[config.mk]
export PLATFORM = sky130hd
export DESIGN_NAME = ats21_client_arbiter
export DESIGN_NICKNAME = d
export VERILOG_FILES = /design/src/rtl/ats21_client_arbiter.sv
export SDC_FILE = /design/constraint.sdc
export NUM_CORES = 1
export LEC_CHECK = 0
export CAP_MARGIN = 20
export CORE_UTILIZATION = 46
export CTS_BUF_LIST = sky130_fd_sc_hd__clkbuf_8
export DETAILED_ROUTE_END_ITERATION = 10
export PLACE_DENSITY = 0.85
export SLEW_MARGIN = 10
export SYNTH_ARGS = -nofsm -noshare
export SYNTH_HDL_FRONTEND = slang
export SYNTH_SLANG_ARGS = --single-unit
[constraint.sdc]
create_clock -name clk -period 4.66 [get_ports clk]
set_input_delay 1.398 -clock clk [delete_from_list [all_inputs] [get_ports clk]]
set_output_delay 1.398 -clock clk [all_outputs]
set_load 0.02 [all_outputs]
[src/rtl/ats21_client_arbiter.sv]
// Two-client round-robin arbiter in front of the ATS21 command interface.
// The winning command is latched, issued as a one-cycle dev_req, and the
// device ready (or a timeout) is returned as a one-cycle done to that client.
module ats21_client_arbiter #(
   parameter int CTRL_W  = 16,
   parameter int TIMEOUT = 64,
   parameter int TMR_W   = $clog2(TIMEOUT + 1)
) (
   input  logic              clk,
   input  logic              reset,
   input  logic              a_req,
   input  logic [CTRL_W-1:0] a_ctrlA,
   input  logic [CTRL_W-1:0] a_ctrlB,
   output logic              a_done,
   output logic [1:0]        a_stat,
   output logic              a_err,
   input  logic              b_req,
   input  logic [CTRL_W-1:0] b_ctrlA,
   input  logic [CTRL_W-1:0] b_ctrlB,
   output logic              b_done,
   output logic [1:0]        b_stat,
   output logic              b_err,
   output logic              dev_req,
   output logic [CTRL_W-1:0] dev_ctrlA,
   output logic [CTRL_W-1:0] dev_ctrlB,
   input  logic              dev_ready,
   input  logic [1:0]        dev_stat,
   output logic              busy
);

   typedef enum logic [1:0] {IDLE, ISSUE, WAIT, RESP} state_t;

   state_t            state;
   state_t            state_nxt;
   logic              last_grant;   // 0 = client A, 1 = client B
   logic              winner;       // 0 = client A, 1 = client B
   logic [CTRL_W-1:0] cmd_a;
   logic [CTRL_W-1:0] cmd_b;
   logic [TMR_W-1:0]  timer;
   logic [1:0]        stat_r;
   logic              err_r;
   logic              grant_vld;
   logic              grant_b;
   logic              timeout_hit;
   logic              resp_a;
   logic              resp_b;

   // Timer increment that sticks at all-ones instead of wrapping.
   function automatic logic [TMR_W-1:0] sat_inc(input logic [TMR_W-1:0] v);
      return (v == {TMR_W{1'b1}}) ? v : v + TMR_W'(1);
   endfunction

   // Round-robin pick: a lone requester wins; on a tie the client that did
   // not win last time gets the grant.
   always_comb begin
      grant_vld   = a_req | b_req;
      grant_b     = b_req & (~a_req | ~last_grant);
      timeout_hit = (timer == TMR_W'(TIMEOUT - 1));
   end

   // FSM state register.
   always_ff @(posedge clk or posedge reset) begin
      if (reset) state <= IDLE;
      else       state <= state_nxt;
   end

   // FSM next-state logic; dev_ready is only looked at while in WAIT.
   always_comb begin
      state_nxt = state;
      case (state)
         IDLE:    if (grant_vld) state_nxt = ISSUE;
         ISSUE:   state_nxt = WAIT;
         WAIT:    if (dev_ready || timeout_hit) state_nxt = RESP;
         RESP:    state_nxt = IDLE;
         default: state_nxt = IDLE;
      endcase
   end

   // Command latch, wait timer, response capture and round-robin history.
   always_ff @(posedge clk or posedge reset) begin
      if (reset) begin
         last_grant <= 1'b1;
         winner     <= 1'b0;
         cmd_a      <= '0;
         cmd_b      <= '0;
         timer      <= '0;
         stat_r     <= 2'b00;
         err_r      <= 1'b0;
      end else begin
         case (state)
            IDLE: begin
               if (grant_vld) begin
                  winner <= grant_b;
                  cmd_a  <= grant_b ? b_ctrlA : a_ctrlA;
                  cmd_b  <= grant_b ? b_ctrlB : a_ctrlB;
               end
            end
            ISSUE: timer <= '0;
            WAIT: begin
               if (dev_ready) begin
                  stat_r <= dev_stat;
                  err_r  <= 1'b0;
               end else if (timeout_hit) begin
                  stat_r <= 2'b00;
                  err_r  <= 1'b1;
               end else begin
                  timer <= sat_inc(timer);
               end
            end
            RESP: last_grant <= winner;
            default: ;
         endcase
      end
   end

   // Outputs decode from state only; responses reach the originating client alone.
   always_comb begin
      resp_a    = (state == RESP) & ~winner;
      resp_b    = (state == RESP) & winner;
      dev_req   = (state == ISSUE);
      dev_ctrlA = cmd_a;
      dev_ctrlB = cmd_b;
      busy      = (state != IDLE);
      a_done    = resp_a;
      a_stat    = resp_a ? stat_r : 2'b00;
      a_err     = resp_a & err_r;
      b_done    = resp_b;
      b_stat    = resp_b ? stat_r : 2'b00;
      b_err     = resp_b & err_r;
   end

endmodule

==> results.yml, run 1 <==
# synthesis and place-and-route metrics
run_status:
  status: "finished clean"
drt:
  wire_per_inst_um: 14.30
  met1_length_mm: 2.337
  highest_layer: "met4"
  drt-initial-drc-count: 110
  postRouteAntennaNets: 0
  num_vias: 2033
  drtPass1Iterations: 4
  vias_per_cell: 5.045
  routed_wl_mm: 5.763
  drcViolationCount: 0
  dr_wl_met2_mm: 2.952
  wl_met3_um: 417
power:
  power_density_mw_per_mm2: 553.5
  power_mw: 1.997
  leakage_nw: 1.601
  vdd_drop_max_mv: 0.2652
final_timing:
  min_period_over_period_pct: 72.39
  rsz0062_at_grt: "no"
  fin_ws_ps: 1287
  fmax_mhz: 296.4
  hold_slack_ps: 480.8
  period_needed_ps: 3373
  relSlewSlack_pct: 37.90
  finalMaxSlewViolations: 0
  finalHoldViolCount: 0
  worst_slew_pin_slew_ps: 930.1
  setup_viol: 0
  setup_tns_ps: 0
yosys:
  synthCells: 226
  xor_share_pct: 0
  ff_type: "dfrtp_1"
  synthArstFlopShare_pct: 100.0
  yosys_warnings: 0
  synth-edff-count: 0
  numSynthFlops: 46
  logic_family: "simple AND/OR/NAND/NOR gates"
  ys_sh_aoi_pct: 12.63
  ys_seq_share_pct: 48.47
  top_cells_by_area: "dfrtp_1 47%, mux2i_1 15%, nand2_1 6.0%"
  top_cells_by_count: "45 x dfrtp_1, 38 x nand2_1, 35 x mux2i_1, 25 x o21ai_1"
  yosys_cells: 226
  fa_ha_area_share_pct: 2.632
  synthDistinctLibCells: 38
  yosys_area_mm2: 0.002377
  synth.avg_cell_area_um2: 10.52
  mux_area_share_pct: 15.21
  floorplan.nets: 302
  top_cell: "dfrtp_1"
  ys_sh_simple_pct: 15.58
  largest_area_cell: "dfrtp_1"
  top_cell_area_share_pct: 47.37
  syn-cell-area_mm2: 0.002377
critical_path:
  reg2reg_slack_ps: 2790
  critical_path_arrival_ps: 1980
  critPathCaptureType: "output pin"
  cp_top_family: "buffers and inverters"
  r2r-start: "last_grant"
  cp_num_buf_inv: 1
  setup.worst_path.end: "a_stat[0]"
  crit_type: "reg2out"
  crit_required_ps: 3260
  cpMaxStageDelayCell: "clkdlybuf4s50_1"
  cp.depth: 4
  crit_fanout: 6
  cp_slowest_stage_delay_ps: 610
  reg2reg_to: "dev_ctrlA[0]"
  path_cells: "ha_1, nor2b_1, and2_1, clkdlybuf4s50_1"
  crit_path_start_kind: "flop"
  r2r.worst_path.cells: 4
  startpoint: "state[0]"
placement:
  gp_congestion: 0.8539
  pre_cts_ws_ps: 1145
  post_dp_cell_area_mm2: 0.003516
  portBuffers: 112
  hpwlAfterDp_mm: 4.430
  dpl.cell_count: 395
clock_network:
  cts.sinks: 46
  tritoncts: "done"
  htree_num_levels: 2
  post_cts_resized: 0
  clkTransAtPathRegs_ps: 80
  post_cts.repair.setup_buffers: 0
  clk_path_buf_depth: 2
  cts-buffers-inserted: 5
  postCtsHoldBufs: 0
  cts_root_buf: "clkbuf_8"
worst_hold_path:
  min-delay-start: "dev_ctrlB[4]"
  hold_class: "reg2reg"
  hold_path_end: "dev_ctrlB[4]"
  hold_depth: 2
global_routing:
  use_met2_pct: 40.57
  met1_usage_pct: 25.68
  busiest_layer: "met2"
  grt_pass1_wl_mm: 9.225
  grt_max_degree: 47
  antenna_found_initial: 0
  grtUsageMet3_pct: 6.173
  grt_overflow: 0
  grt_pass1_vias: 2036
  grt_use_total_pct: 22.29
final_layout:
  lay_top_count: "clkdlybuf4s50_1"
  diodes: 0
  lay_top_cells: "112 x clkdlybuf4s50_1, 45 x dfrtp_1, 38 x nand2_1"
  final_layout_size_suffix_gt1_share_pct: 6.250
  final_nets: 411
die:
  die-area_mm2: 0.005460
  die_h_um: 73.89
  coreArea_mm2: 0.004848
  ios: 113
  fp-utilization_pct: 49.03
  die_w_um: 73.89
  rows: 25
job:
  log.warning_count: 29
  cap_viol_max_count: 0
## run 1: power by group
group	internal (mW)	switching (mW)	leakage [nW]
registers	0.572	0.105	0.573
logic	0.516	0.557	0.976
clock network	0.118	0.129	0.0524
## run 1: cell type report
class                           count  area [µm²]
Multi-Input combinational cell    161        1114
Inverter                            6       22.52
Timing Repair Buffer              115        1144
Clock buffer                        6       82.58
Clock inverter                      2       8.758
Tap cell                           67       83.83
Sequential cell                    46        1152
Fill cell                         372        1241
## run 1: sequential cells by signal, summed over array words and instances, names as in the netlist
name,cells
dev_ctrlA,16
timer,7
last_grant,1
err_r,1
dev_ctrlB,16
stat_r,2
winner,1
state,2
## run 1: worst min-delay path: stages, from the launching register on
cell and delay [ps]:
dfrtp_1 350, nand2_1 60, o21ai_2 50
**Run 1: cell outlines without signal wires**

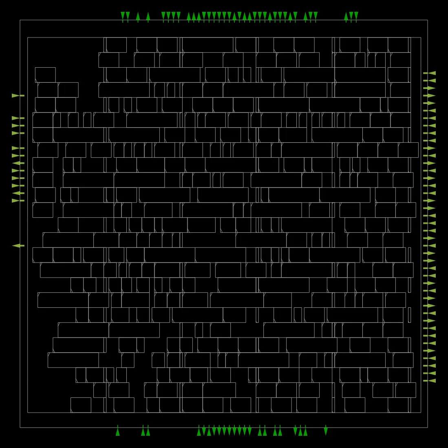
Taps Inserted: 67
Seq area share: 31.95%
Non-Filler Instances: 403
Layout Utilization: 74.40%
Fill cells: 372

**Run 1: clock wires, drivers and flops**

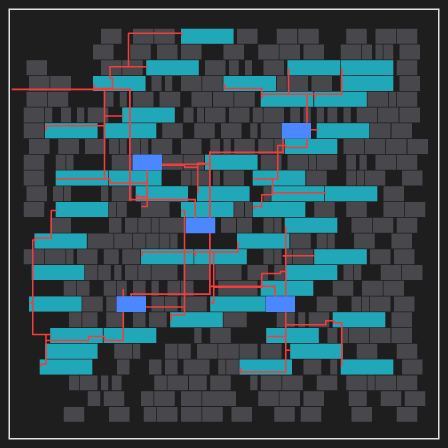
[clock wires] red | length: 519 µm
[flip-flops] cyan | count: 46
[clock-net drivers] blue | count: 5
routed clock nets: 6
clk latency late pin: 300 ps
share of power burned in the clock network: 12.4%
clk_skew: 6.343 ps
clock group power: 0.247 mW

**Run 1: cell sizes after repair**

Bar = 20 µm.
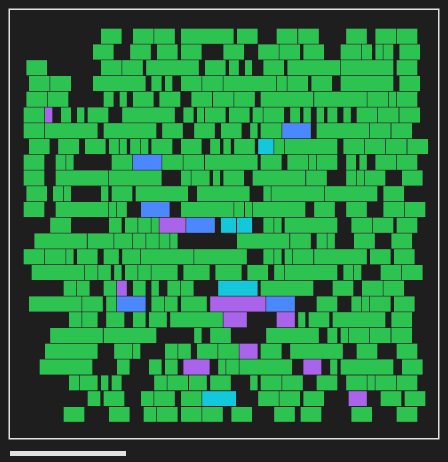
[x6 and larger] blue | cells: 6 | most used: clkbuf_8
[x1 and smaller] green | cells: 315 | most used: clkdlybuf4s50_1
[x3 and x4] cyan | cells: 5 | most used: buf_4
[x2] purple | cells: 10 | most used: o21ai_2
area grow syn2layout: 51.74%
post-route cell area: 0.003607 mm²

**Run 1: sequential cells grouped by signal name**

Bar = 20 µm.
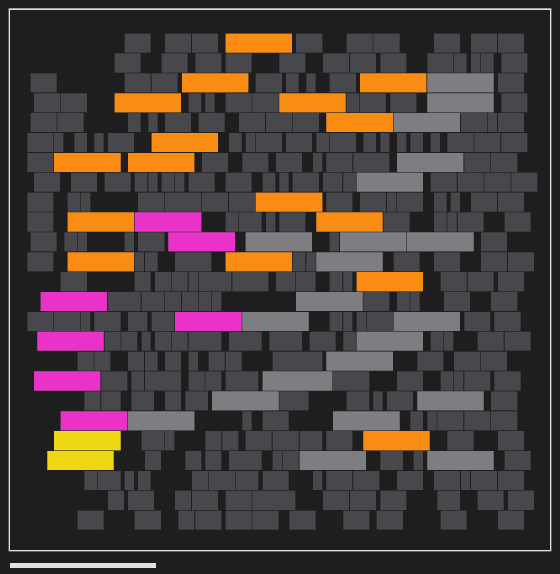
[`stat_r`] yellow | sequential cells: 2
[`dev_ctrlA`] orange | sequential cells: 16
[`timer`] magenta | sequential cells: 7 | where: west
not coloured: 21
Power Sequential: 0.677 mW
register area: 0.001152 mm²

**Run 1: wire density map**

The die is cut into 15 by 15 equal tiles; dark blue is low, red is high, scaled to the fullest tile. Values are wire area over tile area, all layers added.
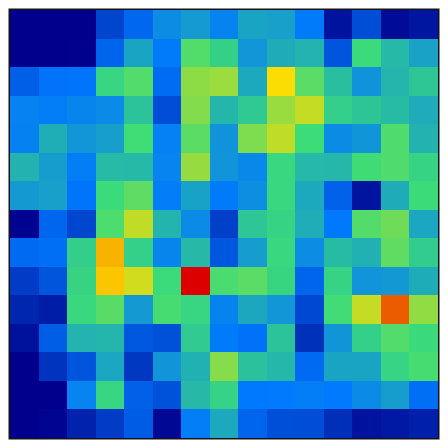

==> inputs of run 2 (changes only) <==
- CORE_UTILIZATION: 46 -> 38
- PLACE_DENSITY: 0.85 -> 0.74
- clock period: 4.66 -> 2.89 ns (I/O delays scaled with it)
**Run 2: wire density map**

The die is cut into 16 by 16 equal tiles; dark blue is low, red is high, scaled to the fullest tile. Values are wire area over tile area, all layers added.
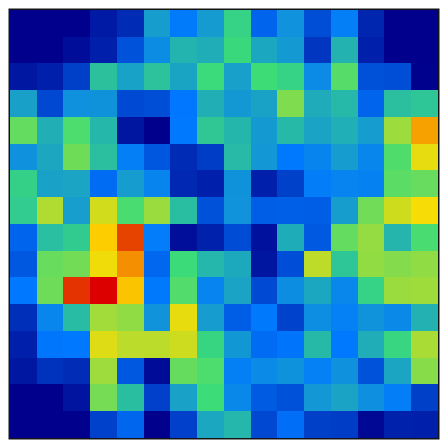
mean over tiles: 0.14
fullest tile: 0.41
emptiest ninth of the die: north-west
densest ninth of the die: west
tiles over half the peak: 20%
DR vias: 2025
drt total wl: 5.553 mm

**Run 2: cell sizes after repair**

Bar = 20 µm.
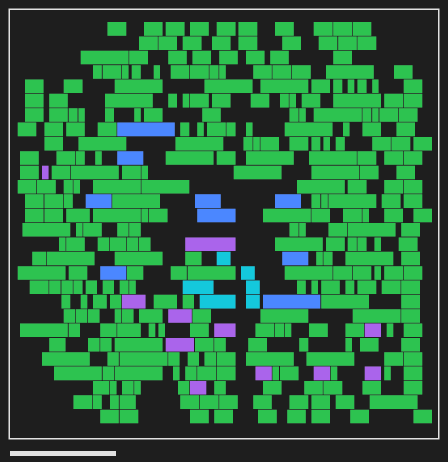
[x6 and larger] blue | cells: 9 | most used: clkbuf_8
[x3 and x4] cyan | cells: 6 | most used: buf_4
[x2] purple | cells: 11 | most used: o21ai_2
[x1 and smaller] green | cells: 312 | most used: clkdlybuf4s50_1
post-route cell area: 0.003701 mm²
Non-CTS buffers: 117
final worst slack: 152.5 ps
area grow syn2layout: 55.68%

==> run 2 against run 1 <==
Against the previous run: clock skew rose by 4.1 ps; critical path type unchanged; design area rose by 2.6%; count of clock-buffer cells in the layout did not move; combinational power rose by 63%; worst hold slack got worse by 2.1 ps; area after synthesis did not move; synthesized cell count did not move; clock power rose by 130%; largest cell class is now non-clock buffers; cell count rose by 2.5%.
==> results.yml, run 2 <==
# synthesis and place-and-route metrics
final_timing:
  finalHoldViolCount: 0
  hold_slack_ps: 478.7
  setup_viol: 0
  rsz0062_at_grt: "no"
  min_period_over_period_pct: 94.72
  finClkSkew_ps: 10.45
  finalMaxSlewViolations: 0
job:
  cap_viol_max_count: 0
  log.warning_count: 29
critical_path:
  r2r-start: "state[0]"
  crit_type: "reg2out"
  reg2reg_to: "timer[2]"
  cp.depth: 4
  reg2reg_slack_ps: 1100
  crit_path_start_kind: "flop"
  r2r.worst_path.cells: 5
  critPathCaptureType: "output pin"
  cpMaxStageDelayCell: "clkdlybuf4s50_1"
  startpoint: "state[0]"
  cp_top_family: "buffers and inverters"
  critical_path_arrival_ps: 1870
  cp_num_buf_inv: 1
yosys:
  top_cell_area_share_pct: 47.37
  largest_area_cell: "dfrtp_1"
  ys_sh_aoi_pct: 12.63
  numSynthFlops: 46
  xor_share_pct: 0
  top_cells_by_area: "dfrtp_1 47%, mux2i_1 15%, nand2_1 6.0%"
  top_cells_by_count: "45 x dfrtp_1, 38 x nand2_1, 35 x mux2i_1, 25 x o21ai_1"
  top_cell: "dfrtp_1"
  synth.avg_cell_area_um2: 10.52
  synthCells: 226
  ys_sh_simple_pct: 15.58
  syn-cell-area_mm2: 0.002377
  yosys_warnings: 0
  ff_type: "dfrtp_1"
  logic_family: "simple AND/OR/NAND/NOR gates"
  ys_seq_share_pct: 48.47
  yosys_area_mm2: 0.002377
final_layout:
  lay_top_cells: "112 x clkdlybuf4s50_1, 45 x dfrtp_1, 38 x nand2_1"
  lay_top_count: "clkdlybuf4s50_1"
  diodes: 0
  instances_no_fill: 413
worst_hold_path:
  hold_class: "reg2reg"
  hold_depth: 2
clock_network:
  htree_num_levels: 2
  cts_root_buf: "clkbuf_8"
  post_cts_resized: 0
  insertion_delay_ps: 290
  cts-buffers-inserted: 5
  postCtsHoldBufs: 0
  cts.sinks: 46
drt:
  highest_layer: "met3"
  met1_length_mm: 2.380
  drtPass1Iterations: 4
  wl_met3_um: 435
  drt-initial-drc-count: 48
power:
  power_density_mw_per_mm2: 922.1
  maxPowerGroup: "combinational logic"
  leakage_nw: 1.633
  powerSeq_mw: 1.09
  intPower_mw: 2.132
  pwr.group.clock_mw: 0.577
  pwr-share-comb_pct: 51.0
  p_seq_share_pct: 32.1
run_status:
  status: "finished clean"
global_routing:
  grt_max_degree: 41
  grtUsageMet3_pct: 4.831
  grt_pass1_wl_mm: 8.894
placement:
  gp_congestion: 0.8737
  dpl.cell_count: 405
  post_dp_cell_area_mm2: 0.003553
die:
  die-area_mm2: 0.006576
  fp-utilization_pct: 39.68
  rows: 28
**Run 2: cell outlines without signal wires**

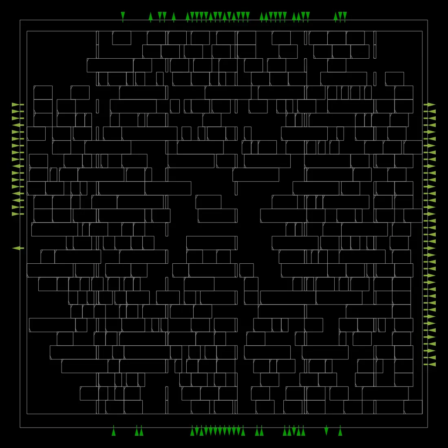
Core Area: 0.005991 mm²
Layout Utilization: 61.78%

==> run 2: cell types whose count changed in the layout (fill, tap and decap cells not counted), sizes merged <==
cell    before  now
inv          7    6
bufinv       0    2
clkinv       1    0
buf          3    5
==> run 2: worst max path at each step <==
stage	endpoint	slack, ps
final	a_err	150
after CTS	a_err	40
after floorplan	a_err	720
after global routing	a_err	40
after detailed placement	a_err	380
after global placement	a_stat[0]	470
==> run 2: area by class of cell <==
class	count	area, µm²
multi-input combinational	161	1119
clock inverter	2	60.06
tap	75	93.84
clock buffer	6	82.58
fill	523	2290
timing repair buffer	117	1171
inverter	6	22.52
sequential	46	1152
**Run 2: sequential cells grouped by signal name**

Bar = 20 µm.
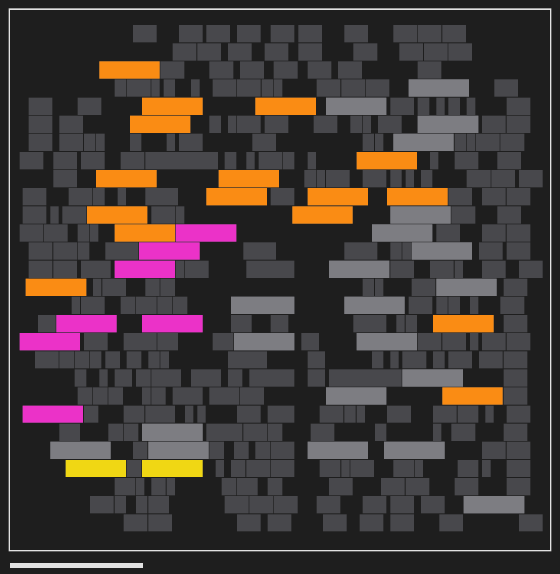

==> inputs of run 3 (changes only) <==
- CAP_MARGIN: 20 -> 40
- CORE_UTILIZATION: 38 -> 30
- PLACE_DENSITY: 0.74 -> 0.6
**Run 3: sequential cells grouped by signal name**

Bar = 20 µm.
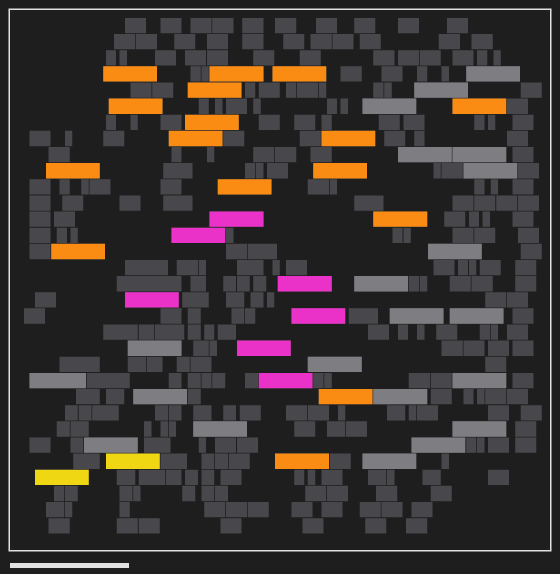
[`timer`] magenta | sequential cells: 7 | where: centre
[`stat_r`] yellow | sequential cells: 2
[`dev_ctrlA`] orange | sequential cells: 16
not coloured: 21
Power Sequential: 1.09 mW
Seq area share: 31.04%

**Run 3: cell outlines without signal wires**

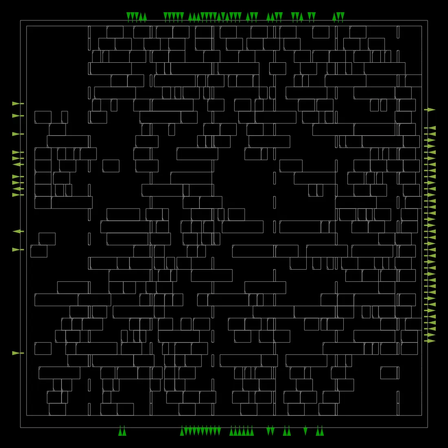
Core Area: 0.007687 mm²
Fill cells: 743
seq_cells: 46
Non-Filler Instances: 439
Taps Inserted: 102

**Run 3: cell sizes after repair**

Bar = 20 µm.
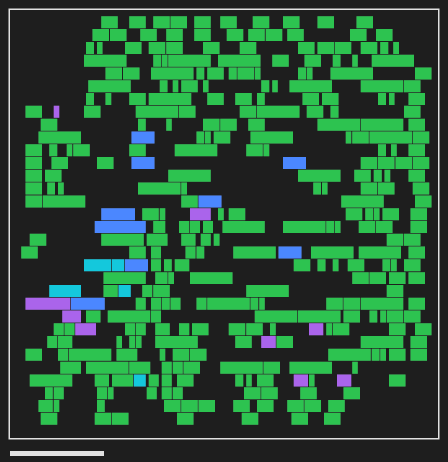
[x6 and larger] blue | cells: 9 | most used: clkbuf_8
[x3 and x4] cyan | cells: 5 | most used: buf_4
[x2] purple | cells: 9 | most used: o21ai_2
[x1 and smaller] green | cells: 314 | most used: clkdlybuf4s50_1
post-route cell area: 0.003712 mm²
final worst slack: 197.4 ps
area grow syn2layout: 56.16%

==> run 3 against run 2 <==
Against the previous run: sequential cell count did not move; worst hold slack improved by 5.6 ps; fmax rose by 1.7%; first-iteration DRC count rose by 48%; clock power fell by 15%; cell count rose by 6.3%; clock skew fell by 6.2 ps; synthesized cell count did not move; via count rose by 1.0%; sequential power barely moved; register-to-register slack got worse by 20 ps; non-clock buffer count did not move.
==> results.yml, run 3 <==
# synthesis and place-and-route metrics
yosys:
  yosys_area_mm2: 0.002377
  synthArstFlopShare_pct: 100.0
  top_cells_by_area: "dfrtp_1 47%, mux2i_1 15%, nand2_1 6.0%"
  floorplan.nets: 302
  yosys_warnings: 0
  synth.avg_cell_area_um2: 10.52
  logic_family: "simple AND/OR/NAND/NOR gates"
  synth-edff-count: 0
  syn-cell-area_mm2: 0.002377
  top_cell_area_share_pct: 47.37
  ys_sh_simple_pct: 15.58
  ys_sh_aoi_pct: 12.63
  fa_ha_area_share_pct: 2.632
  xor_share_pct: 0
  mux_area_share_pct: 15.21
  yosys_cells: 226
  ff_type: "dfrtp_1"
power:
  power_mw: 3.330
  comb-power_mw: 1.75
  p_clk_share_pct: 14.7
  power_density_mw_per_mm2: 897.1
  p_seq_share_pct: 32.7
  vdd_drop_max_mv: 0.3902
worst_hold_path:
  hold_class: "reg2reg"
  hold_depth: 2
final_layout:
  diodes: 0
  lay_top_cells: "112 x clkdlybuf4s50_1, 45 x dfrtp_1, 38 x nand2_1"
  lay_top_count: "clkdlybuf4s50_1"
  final_layout_size_suffix_gt1_share_pct: 6.825
final_timing:
  setup_viol: 0
  finClkSkew_ps: 4.266
  setup_tns_ps: 0
  finalHoldViolCount: 0
  worst_slew_pin_slew_ps: 508.1
  fmax_mhz: 371.4
  finalMaxSlewViolations: 0
  rsz0062_at_grt: "no"
  min_period_over_period_pct: 93.17
  relSlewSlack_pct: 66.08
run_status:
  status: "finished clean"
drt:
  num_vias: 2046
  vias_per_cell: 4.661
  postRouteAntennaNets: 0
  drtPass1Iterations: 6
  drt-initial-drc-count: 71
  wl_met3_um: 350
  routed_wl_mm: 5.855
  met1_length_mm: 2.778
critical_path:
  critPathCaptureType: "output pin"
  reg2reg_to: "timer[1]"
  r2r.worst_path.cells: 5
  crit_path_start_kind: "flop"
  cp_num_buf_inv: 1
  crit_fanout: 4
  cp_slowest_stage_delay_ps: 600
  cpMaxStageDelayCell: "clkdlybuf4s50_1"
  crit_required_ps: 2020
  startpoint: "state[0]"
global_routing:
  met1_usage_pct: 19.89
  grt_use_total_pct: 14.69
  use_met2_pct: 22.98
  grt_pass1_wl_mm: 9.839
clock_network:
  htree_num_levels: 2
  cts-buffers-inserted: 5
  clk_path_buf_depth: 2
  post_cts_resized: 0
  tritoncts: "done"
  postCtsHoldBufs: 0
  cts.sinks: 46
  post_cts.repair.setup_buffers: 0
die:
  die_h_um: 91.02
  fp-utilization_pct: 30.92
placement:
  post_dp_cell_area_mm2: 0.003600
  gp_congestion: 0.7988
  dpl.cell_count: 432
[run 3: cell counts after synthesis]
Identical to the previous run, type by type.
[run 3: worst max path at each step]
stage / to / slack (ps) / cells after the start
2_1_floorplan: a_err / 720 / 3
3_3_place_gp: dev_ctrlA[4] / 470 / 5
3_5_place_dp: dev_ctrlA[1] / 460 / 5
4_1_cts: a_stat[0] / 180 / 4
5_1_grt: a_stat[1] / 70 / 4
6_report: a_stat[0] / 200 / 4
[run 3: cell type report]
class / instances / area [µm²]
fillers: 743 / 3975
clock inverters: 1 / 30.03
repair buffers: 117 / 1184
clock buffers: 6 / 82.58
well taps: 102 / 127.6
multi-input cells: 161 / 1114
inverters: 6 / 22.52
flip-flops and latches: 46 / 1152
Power figures rest on the tool's default switching activity, not on a simulated workload.
